Design control_sequencer, sky130hd; sources not shown.
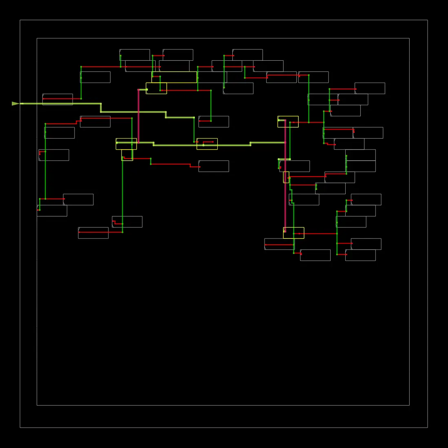
*Clock wiring as the flow saved it*
Clock Skew: 8.88 ps
Latency at later pin: 300 ps

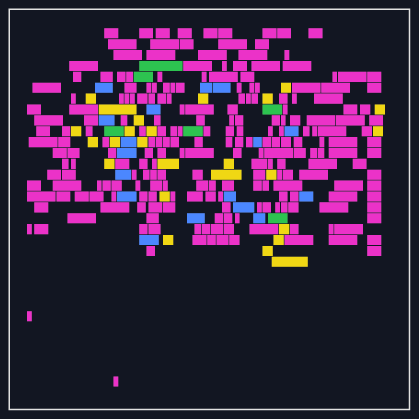
*Cell sizes after repair*
Scale: 4 px per µm.
| colour | size | cells |
|---|---|---|
| yellow | drive 3 to 4 | 25 |
| green | drive 6 and up | 6 |
| blue | drive 2 | 17 |
| magenta | drive 1 or less | 228 |
final instance area: 2740 µm²
Final WS setup: 175 ps
Signal buffers: 57
Layout area overhead: 30.3%

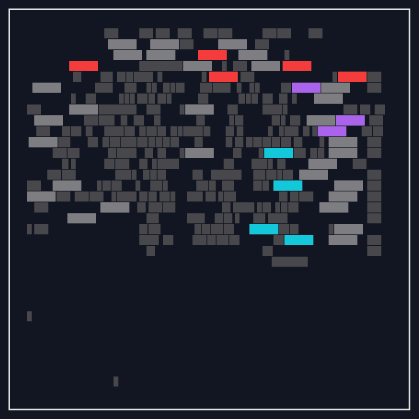
*Register map, names as in the netlist*
Scale: 4 px per µm. Other sequential cells in the stronger grey, the rest of the logic in the fainter grey.
| colour | signal | sequential cells |
|---|---|---|
| purple | ctl_q | 3 |
| red | alu_op | 5 |
| cyan | state_q | 4 |
seq pwr: 687 µW
Seq area share: 0.307
utilization after layout: 0.335
register area: 841 µm²

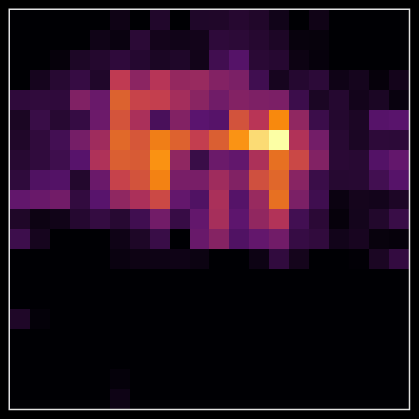
*Wire density map*
Scale: 4 px per µm. 20 x 20 tiles, from black (low) to pale yellow (high), scaled to the fullest tile. Values are wire area over tile area, all layers added.
tiles over half the peak: 7.0%
nearly empty tiles: 46%
densest ninth of the die: middle
mean over tiles: 0.087
fullest tile: 0.67
GR Util All Layers: 0.106
via count: 1875
Detailed Route WL: 5390 µm
drt wl/cell: 14.1 µm

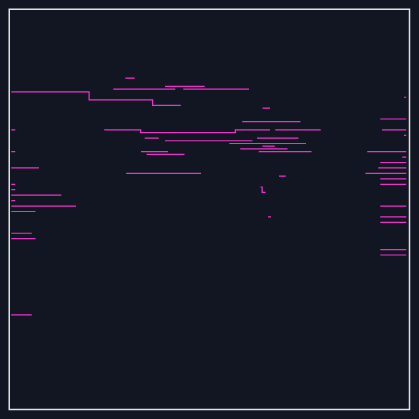
*The metal 3 layer*
Scale: 4 px per µm.
share of all routed wire: 7.9%
nets with wire on the layer: 46
main direction: horizontal
longest straight run: 23.7 µm
met3 Use GR: 0.0295

==> flow_summary_export.csv <==
group,metric,value,unit
layout,final_nets,310,
synth,async_flop_share,0,
placement,dp.cells,373,
placement,portBuffers,39,
floorplanning,ioPinCount,70,
outcome,status,"complete, no violations",
setup_path,required,2760,ps
placement,placed_cell_area,2630,µm²
clocking,cts_tree,"done",
synth,yosysUniqueCellTypes,60,
synth,syn_inst,231,
global_routing,grt_start_max_net_pins,18,
floorplanning,dieHeight,99.7,µm
layout,diodes,0,
placement,gp_congestion,0.859,
sta,finalHoldViolCount,0,
floorplanning,rows,33,
routing,drt_first_pass_iters,4,
synth,yosys_warnings,0,
sta,rsz0062_at_grt,"no",
synth,ys_seq_frac,0.400,
layout,nFillCells,852,
sta,slew_violations,0,
sta,fin_crit,2370,ps
synth,edf_count,0,
synth,aoi_share,0.170,
clocking,clkTransAtPathRegs,80,ps
floorplanning,die_w,99.7,µm
setup_path,worstSetupStartpointType,"flop",
clocking,cts_num_sinks,42,
worst_hold_path,hold_path_depth,2,
synth,ys_seq_elements,42,
synth,synth-cells-yosys,231,
synth,synth_area,2100,µm²
setup_path,crit_fanout,11,
setup_path,worstSetupPathType,"reg2reg",
setup_path,cp-end-kind,"flop",
layout,logic_area,1110,µm²
sta,finalClockPeriodUsage,0.931,
clocking,cts_buffers,5,
sta,worst_slew_pin_slew,561,ps
setup_path,slowest_delay,430,ps
clocking,clk_path_buf_depth,2,
routing,drt_iter0_drc,119,
cells in the final DEF, fill, tap and decap left out, types with 5 or more instances in the layout:
master           synthesis  layout
clkdlybuf4s50_1          0      37
nand4_1                  5       5
nor3_1                  11      11
inv_1                    5       5
nand2_1                 11      11
conb_1                   1       5
dfxtp_1                 42      42
nor2b_1                  9       9
o21ai_0                  7       7
buf_4                   10      20
clkbuf_8                 0       5
a31oi_1                  9       9
nor2_1                  25      25
nand2b_1                 5       5
synthesized netlist by cell type (2+ instances only):
| cell | count | area [µm²] |
|---|---|---|
| a21o_1 | 3 | 22.5 |
| a311oi_1 | 2 | 17.5 |
| a211oi_1 | 2 | 15.0 |
| inv_1 | 5 | 18.8 |
| nor4b_1 | 4 | 35.0 |
| o2111ai_1 | 2 | 17.5 |
| nor2b_1 | 9 | 56.3 |
| nor3_2 | 2 | 20.0 |
| buf_2 | 4 | 20.0 |
| nand2_1 | 11 | 41.3 |
| clkbuf_1 | 8 | 30.0 |
| buf_4 | 10 | 75.1 |
| a31oi_1 | 9 | 56.3 |
| a21oi_1 | 4 | 20.0 |
| mux2i_2 | 3 | 41.3 |
| dfxtp_1 | 42 | 841 |
| and3_1 | 3 | 18.8 |
| or3_1 | 2 | 12.5 |
| o22ai_1 | 2 | 12.5 |
| nor3_1 | 11 | 55.1 |
| mux2i_1 | 4 | 40.0 |
| nand2b_1 | 5 | 31.3 |
| nor4_1 | 3 | 18.8 |
| nand3_1 | 2 | 10.0 |
| nor3b_1 | 3 | 22.5 |
| o21ai_1 | 4 | 20.0 |
| o21ai_0 | 7 | 35.0 |
| nand4_1 | 5 | 31.3 |
| o31ai_1 | 2 | 15.0 |
| nor2_1 | 25 | 93.8 |
| mux2_2 | 3 | 33.8 |
| and2_1 | 2 | 12.5 |
cell families (layout without fill, tap and decap cells):
kind of cell | after synthesis | count (layout)
AND-OR/OR-AND | 48 | 48
XOR/XNOR | 1 | 1
buffers and inverters | 29 | 70
flip-flops | 42 | 42
multiplexers | 11 | 11
other | 1 | 5
AND/OR/NAND/NOR | 99 | 99
report_power, final:
part	internal [µW]	total [µW]	leakage, µW	switching, µW
Clock	292	531	0.0000514	239
Combinational	101	265	0.000600	164
Sequential	673	687	0.000341	13.2
tightest hold or removal path, cell delays in order (launching register included):
cell     delay (ps)
dfxtp_1         350
buf_4           190
or3_1           130
layer usage:
layer | GRT usage | routed length (µm) | vias to the layer above | share of wire
met3 | 0.0295 | 424 | 5 | 0.079
met1 | 0.152 | 2540 | 886 | 0.47
met4 | 0.0231 | 40 | 0 | 0.0074
met5 | 0 | 0 | - | 0
met2 | 0.160 | 2380 | 72 | 0.44
li1 | - | - | 912 | -
cell type report:
class	instances	area share
flip-flops and latches	42	0.307
multi-input cells	164	0.407
clock inverters	2	0.0137
well taps	105	0.0480
repair buffers	57	0.190
clock buffers	6	0.0265
inverters	5	0.00686
stage by stage:
stage,hold WS (ps),util
2_1_floorplan,589,-
3_3_place_gp,653,0.321
3_5_place_dp,661,0.321
4_1_cts,693,0.335
5_1_grt,718,0.335
6_report,692,0.335
Power figures rest on the tool's default switching activity, not on a simulated workload.
